Design ps2_kbd_rx, sky130hd; sources not shown.
==> run_1/met1.png <==
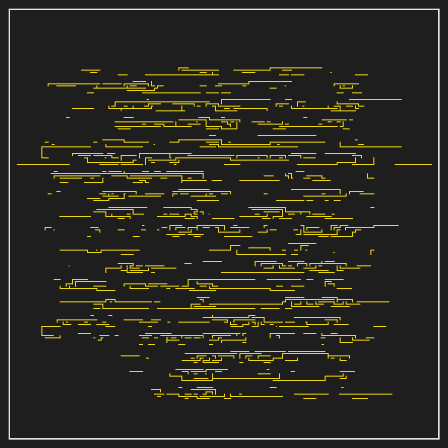
wire length on this layer: 1480 microns
main direction: horizontal
share of all routed wire: 46%
nets with wire on the layer: 256
met1 capacity usage during global routing: 0.193
total wire length after detailed routing: 3200 microns
via count of the routed design: 1487

==> run_1/port_nets.png <==
Scale bar: 20 microns.
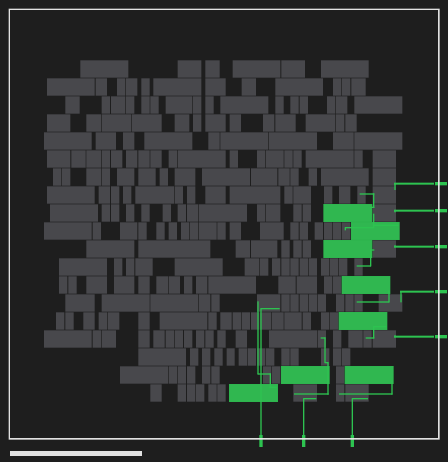
[green] code_o | bits: 8 | direction: output | edge: 5 east, 3 south | end cells: 8 | buffers: 8 | wire: 139 microns
num ports: 15
IO buf count: 14

==> run_1/final_congestion.png <==
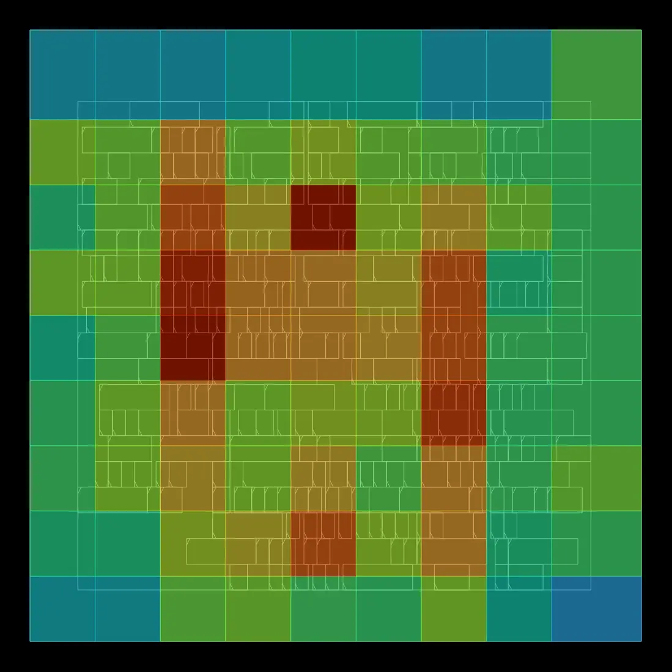
All-Layer GR Usage: 0.171
post-layout utilization of the core: 0.732
fraction of met3 tracks used by global routing: 0.0432
average wire per standard cell: 10.8 microns

==> run_1/registers.png <==
Other sequential cells in the stronger grey, the rest of the logic in the fainter grey.
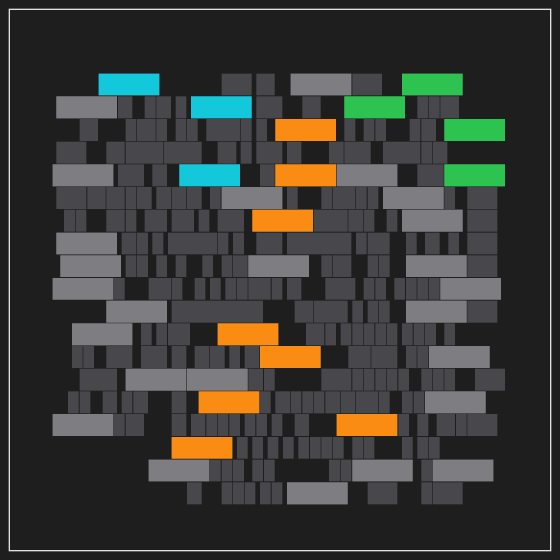
[cyan] bit_cnt_q | placed flops: 3
[green] clk_run_q | placed flops: 4 | where: north-east
[orange] shift_q | placed flops: 8
register cell area after layout: 801 sq um
share of the final layout cell area in sequential cells: 0.390
power drawn by the sequential cells: 0.356 mW

==> flow.log, run 1 <==
[flow] collecting metrics
[metrics] result of the run: finished, final reports clean
[metrics] Synth top cell by count: sky130_fd_sc_hd__nand2_1
[metrics] xor/xnor share: 0.0192
[metrics] Seq cells: 40
[metrics] total congestion overflow after global routing: 0
[metrics] clock slew at reported path FFs: 0.13 ns
[metrics] Final Non-Filler Cells: 296
[metrics] HPWL reported at the end of detailed placement: 2270 microns
[metrics] buffers and inverters on the worst path: 2
[metrics] met1 routed wirelength after detailed routing: 1480 microns
[metrics] post-synth tally of flip-flops with integrated enable: 0
[metrics] crit-path max FO: 19
[metrics] sequential fraction of the synthesis area: 0.439
[metrics] switch share: 0.214
[metrics] Area Overhead vs Synth: 12.6%
[metrics] top area contributor share: 0.439
[metrics] fin. max-slew vios: 0
[metrics] Post-synth top flop: sky130_fd_sc_hd__dfxtp_1
[metrics] Tightest Hold Check Type: register to register
[metrics] setup clock skew after layout: 0.0141 ns
[metrics] most utilized layer in the global route result: met2
[metrics] commonest cells after routing, fill and taps aside: sky130_fd_sc_hd__nand2_1 (59), sky130_fd_sc_hd__dfxtp_1 (40), sky130_fd_sc_hd__nor2_1 (36)
[metrics] number of placement rows: 19
[metrics] Setup TNS: 0 ns
[metrics] area fraction in mux cells: 0
[metrics] horizontal die size: 64.7 microns
[metrics] Final Hold Violation Tally: 0
[metrics] inverter count: 39
[metrics] cell count after synthesis: 247
[metrics] tap cells: 31
[metrics] Synth logic family: simple AND/OR/NAND/NOR gates
[metrics] pin count of the biggest net entering global routing: 20
[metrics] cell taking the most area after synthesis: sky130_fd_sc_hd__dfxtp_1
[metrics] average vias per placed instance: 5.02
[metrics] # nets final: 272
[metrics] fraction of area in multi-input gates: 0.413
==> run 2: changes to the inputs <==
CORE_UTILIZATION = 56   (was 61)
PLACE_DENSITY = 0.77   (was 0.83)
clock period = 2.04 ns   (was 4.56 ns; I/O delays follow)
==> run_2/clock_map.png <==
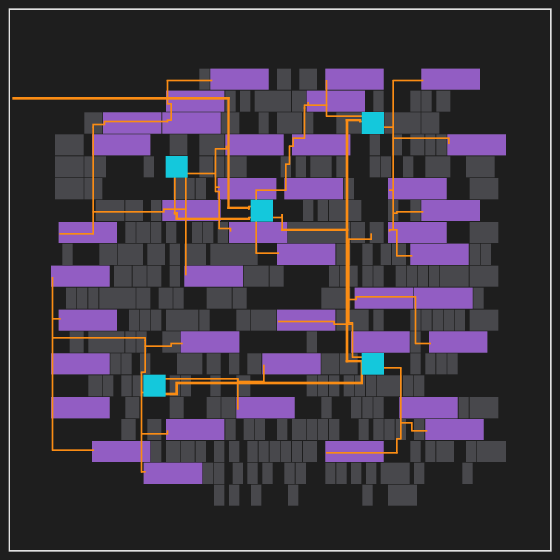
[orange] clock wires | length: 467 microns
[purple] flip-flops | count: 40
[cyan] cells driving clock nets | count: 5
flops lie: spread over the die
routed clock nets: 6
insertion delay at the late pin of the worst-skew pair: 0.35 ns
setup clock skew after layout: 0.00431 ns

==> flow.log, run 2 <==
[flow] collecting metrics
[metrics] result of the run: finished, final reports clean
[metrics] met1 routed wirelength after detailed routing: 1520 microns
[metrics] Synth logic family: simple AND/OR/NAND/NOR gates
[metrics] cell count after synthesis: 247
[metrics] fraction of met3 tracks used by global routing: 0.0438
[metrics] num ports: 15
[metrics] fraction of area in multi-input gates: 0.413
[metrics] IO buf count: 14
[metrics] total wire length after detailed routing: 3090 microns
[metrics] Final Non-Filler Cells: 310
[metrics] register cell area after layout: 801 sq um
[metrics] area fraction in mux cells: 0
[metrics] post-synth tally of flip-flops with integrated enable: 0
[metrics] Final Hold Violation Tally: 0
[metrics] clock slew at reported path FFs: 0.11 ns
[metrics] via count of the routed design: 1490
[metrics] switch share: 0.225
[metrics] met1 capacity usage during global routing: 0.210
[metrics] buffers and inverters on the worst path: 0
[metrics] Area Overhead vs Synth: 12.4%
[metrics] inverter count: 39
[metrics] cell taking the most area after synthesis: sky130_fd_sc_hd__dfxtp_1
[metrics] Synth top cell by count: sky130_fd_sc_hd__nand2_1
[metrics] most utilized layer in the global route result: met2
[metrics] Tightest Hold Check Type: input port to register
[metrics] # nets final: 274
[metrics] sequential fraction of the synthesis area: 0.439
[metrics] power drawn by the sequential cells: 0.794 mW
[metrics] Setup TNS: 0 ns
[metrics] top area contributor share: 0.439
[metrics] post-layout utilization of the core: 0.666
[metrics] number of placement rows: 20
==> run_2/port_nets.png <==
Scale bar: 20 microns.
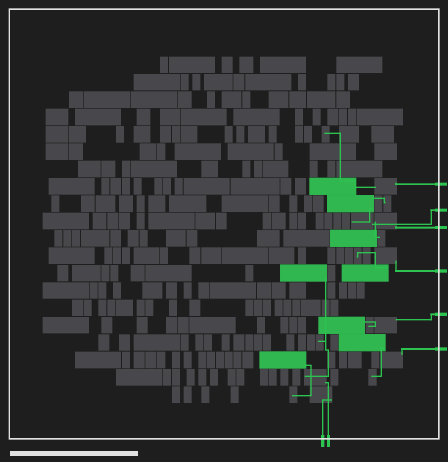
[green] code_o | bits: 8 | direction: output | edge: 6 east, 2 south | end cells: 8 | buffers: 8 | wire: 136 microns

No activity file was given, so power comes from the tool's default toggle rates.
